$ cat config.mk
export PLATFORM = sky130hd
export DESIGN_NAME = m_div_sequencer
export DESIGN_NICKNAME = d
export VERILOG_FILES = /design/src/rtl/m_div_sequencer.sv
export SDC_FILE = /design/constraint.sdc
export NUM_CORES = 1
export LEC_CHECK = 0
export CAP_MARGIN = 20
export CORE_MARGIN = 10
export CORE_UTILIZATION = 60
export CTS_CLUSTER_DIAMETER = 150
export DETAILED_ROUTE_END_ITERATION = 8
export HOLD_SLACK_MARGIN = 0.15
export PLACE_DENSITY = 0.82
export SLEW_MARGIN = 10
export SYNTH_ARGS = -nofsm -noshare
export SYNTH_HDL_FRONTEND = slang
export SYNTH_SLANG_ARGS = --single-unit
$ cat constraint.sdc
create_clock -name clk -period 8.3 [get_ports clk]
set_input_delay 0.83 -clock clk [delete_from_list [all_inputs] [get_ports clk]]
set_output_delay 0.83 -clock clk [all_outputs]
set_load 0.01 [all_outputs]
$ cat src/rtl/m_div_sequencer.sv
// Iterative restoring divider (DIV/DIVU/REM/REMU) for the M coprocessor.
// Ports: clk, reset (async, active-high); start/op/dividend/divisor in; busy/done/result out.
module m_div_sequencer #(
  parameter int XLEN = 32
) (
  input  logic            clk,
  input  logic            reset,
  input  logic            start,
  input  logic [1:0]      op,
  input  logic [XLEN-1:0] dividend,
  input  logic [XLEN-1:0] divisor,
  output logic            busy,
  output logic            done,
  output logic [XLEN-1:0] result
);

  localparam int CW = $clog2(XLEN);

  typedef enum logic [2:0] {
    IDLE,
    SETUP,
    ITER,
    FIXUP,
    DONE
  } state_t;

  state_t state;
  state_t state_nx;

  logic [1:0]      op_q;
  logic [XLEN-1:0] a_q;
  logic [XLEN-1:0] b_q;
  logic [XLEN-1:0] r;
  logic [XLEN-1:0] d;
  logic [XLEN-1:0] z;
  logic [CW-1:0]   cnt;
  logic            neg_q;
  logic            neg_r;

  logic            signed_op;
  logic            div_zero;
  logic            ovf;
  logic            a_neg;
  logic            b_neg;
  logic [XLEN-1:0] a_abs;
  logic [XLEN-1:0] b_abs;
  logic [XLEN:0]   t_r;
  logic [XLEN:0]   diff;
  logic            ge;
  logic [XLEN-1:0] quo;
  logic [XLEN-1:0] rem;

  assign signed_op = ~op_q[0];
  assign div_zero  = (b_q == '0);
  assign ovf       = signed_op
                   && (a_q == {1'b1, {(XLEN-1){1'b0}}})
                   && (b_q == '1);

  assign a_neg = signed_op & a_q[XLEN-1];
  assign b_neg = signed_op & b_q[XLEN-1];
  assign a_abs = a_neg ? -a_q : a_q;
  assign b_abs = b_neg ? -b_q : b_q;

  // {R,Z} << 1; the top bit of the subtraction is the borrow.
  assign t_r  = {r, z[XLEN-1]};
  assign diff = t_r - {1'b0, d};
  assign ge   = ~diff[XLEN];

  assign quo = neg_q ? -z : z;
  assign rem = neg_r ? -r : r;

  assign busy = (state == SETUP) || (state == ITER) || (state == FIXUP);
  assign done = (state == DONE);

  always_ff @(posedge clk or posedge reset) begin
    if (reset) begin
      state <= IDLE;
    end else begin
      state <= state_nx;
    end
  end

  always_comb begin
    state_nx = state;
    unique case (state)
      IDLE:    if (start) state_nx = SETUP;
      SETUP:   state_nx = (div_zero || ovf) ? DONE : ITER;
      ITER:    if (cnt == '0) state_nx = FIXUP;
      FIXUP:   state_nx = DONE;
      DONE:    state_nx = IDLE;
      default: state_nx = IDLE;
    endcase
  end

  always_ff @(posedge clk or posedge reset) begin
    if (reset) begin
      op_q   <= '0;
      a_q    <= '0;
      b_q    <= '0;
      r      <= '0;
      d      <= '0;
      z      <= '0;
      cnt    <= '0;
      neg_q  <= 1'b0;
      neg_r  <= 1'b0;
      result <= '0;
    end else begin
      unique case (state)
        IDLE: begin
          if (start) begin
            op_q <= op;
            a_q  <= dividend;
            b_q  <= divisor;
          end
        end
        SETUP: begin
          if (div_zero) begin
            result <= op_q[1] ? a_q : '1;
          end else if (ovf) begin
            result <= op_q[1] ? '0 : a_q;
          end else begin
            z     <= a_abs;
            d     <= b_abs;
            r     <= '0;
            cnt   <= CW'(XLEN - 1);
            neg_q <= a_neg ^ b_neg;
            neg_r <= a_neg;
          end
        end
        ITER: begin
          r   <= ge ? diff[XLEN-1:0] : t_r[XLEN-1:0];
          z   <= {z[XLEN-2:0], ge};
          cnt <= cnt - 1'b1;
        end
        FIXUP: begin
          result <= op_q[1] ? rem : quo;
        end
        default: begin
        end
      endcase
    end
  end

endmodule
Fig. 1: met1 routing
Supply wires on this layer in grey.
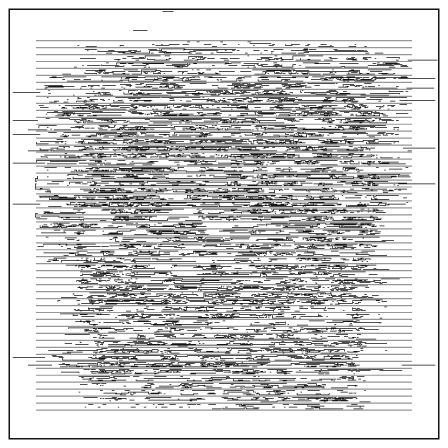
share of all routed wire	42%
longest straight run	54.7 um
nets with wire on the layer	1,518
wire length on this layer	15,200 um
Vias: 11.7k
Detailed Route WL: 36,200 um
GR met1 Demand/Resource: 33.1%

Fig. 2: met2 routing
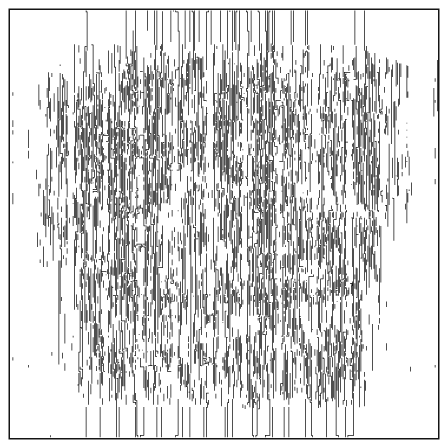
nets with wire on the layer	1,407
longest straight run	57.5 um
GR Util met2: 41.5%

==> flow_metrics.env <==
# yosys + openroad results
export IMPL_outcome="completed"
export IMPL_syn_nets=1581
export IMPL_ys_warn_count=0
export IMPL_synth_most_common_cell="dfrtp_1"
export IMPL_min_to="result[8]"
export IMPL_hp_class="reg2reg"
export IMPL_viasPerCell=6.40
export IMPL_edf_count=0
export IMPL_lay_top_count="dfrtp_1"
export IMPL_syn_cell_area_um2=13000
export IMPL_fmax_mhz=228
export IMPL_grt_first_pass_wirelength_um=59900
export IMPL_dominant_cells="multi-input combinational cells"
export IMPL_htree_levels=1
export IMPL_dp_hpwl_um=25200
export IMPL_lay_top_cells="dfrtp_1, nand2_1, o21ai_0"
export IMPL_rsz0062_at_grt="false"
export IMPL_yosys_cells=1472
export IMPL_inv_count=57
export IMPL_yosys_area_share_simple_pct=15.7
export IMPL_synth_adder_area_share_pct=4.00
export IMPL_clock_latency_ns=0.53
export IMPL_grt_max_degree=118
export IMPL_syn2layout_area_growth_pct=15.7
export IMPL_min_from="result[8]"
export IMPL_comb_area_share_pct=49.2
export IMPL_endpoint="r[29]"
export IMPL_p_seq_mw=2.04
export IMPL_die_width_um=167
export IMPL_netlist_instances=1472
export IMPL_cts_buffer_depth=3
Fig. 3: the metal 3 layer
The bar under the picture is 50 um long. Cells faint in the background.
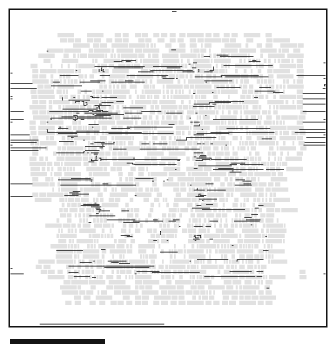
longest straight run	65.6 um
main direction	horizontal
wire length on this layer	2,330 um
met3 global-route usage: 3.41%

Fig. 4: met4 routing
Supply wires on this layer in grey. Cells faint in the background.
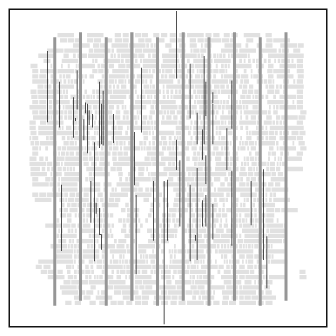
wire length on this layer	1,220 um
nets with wire on the layer	40

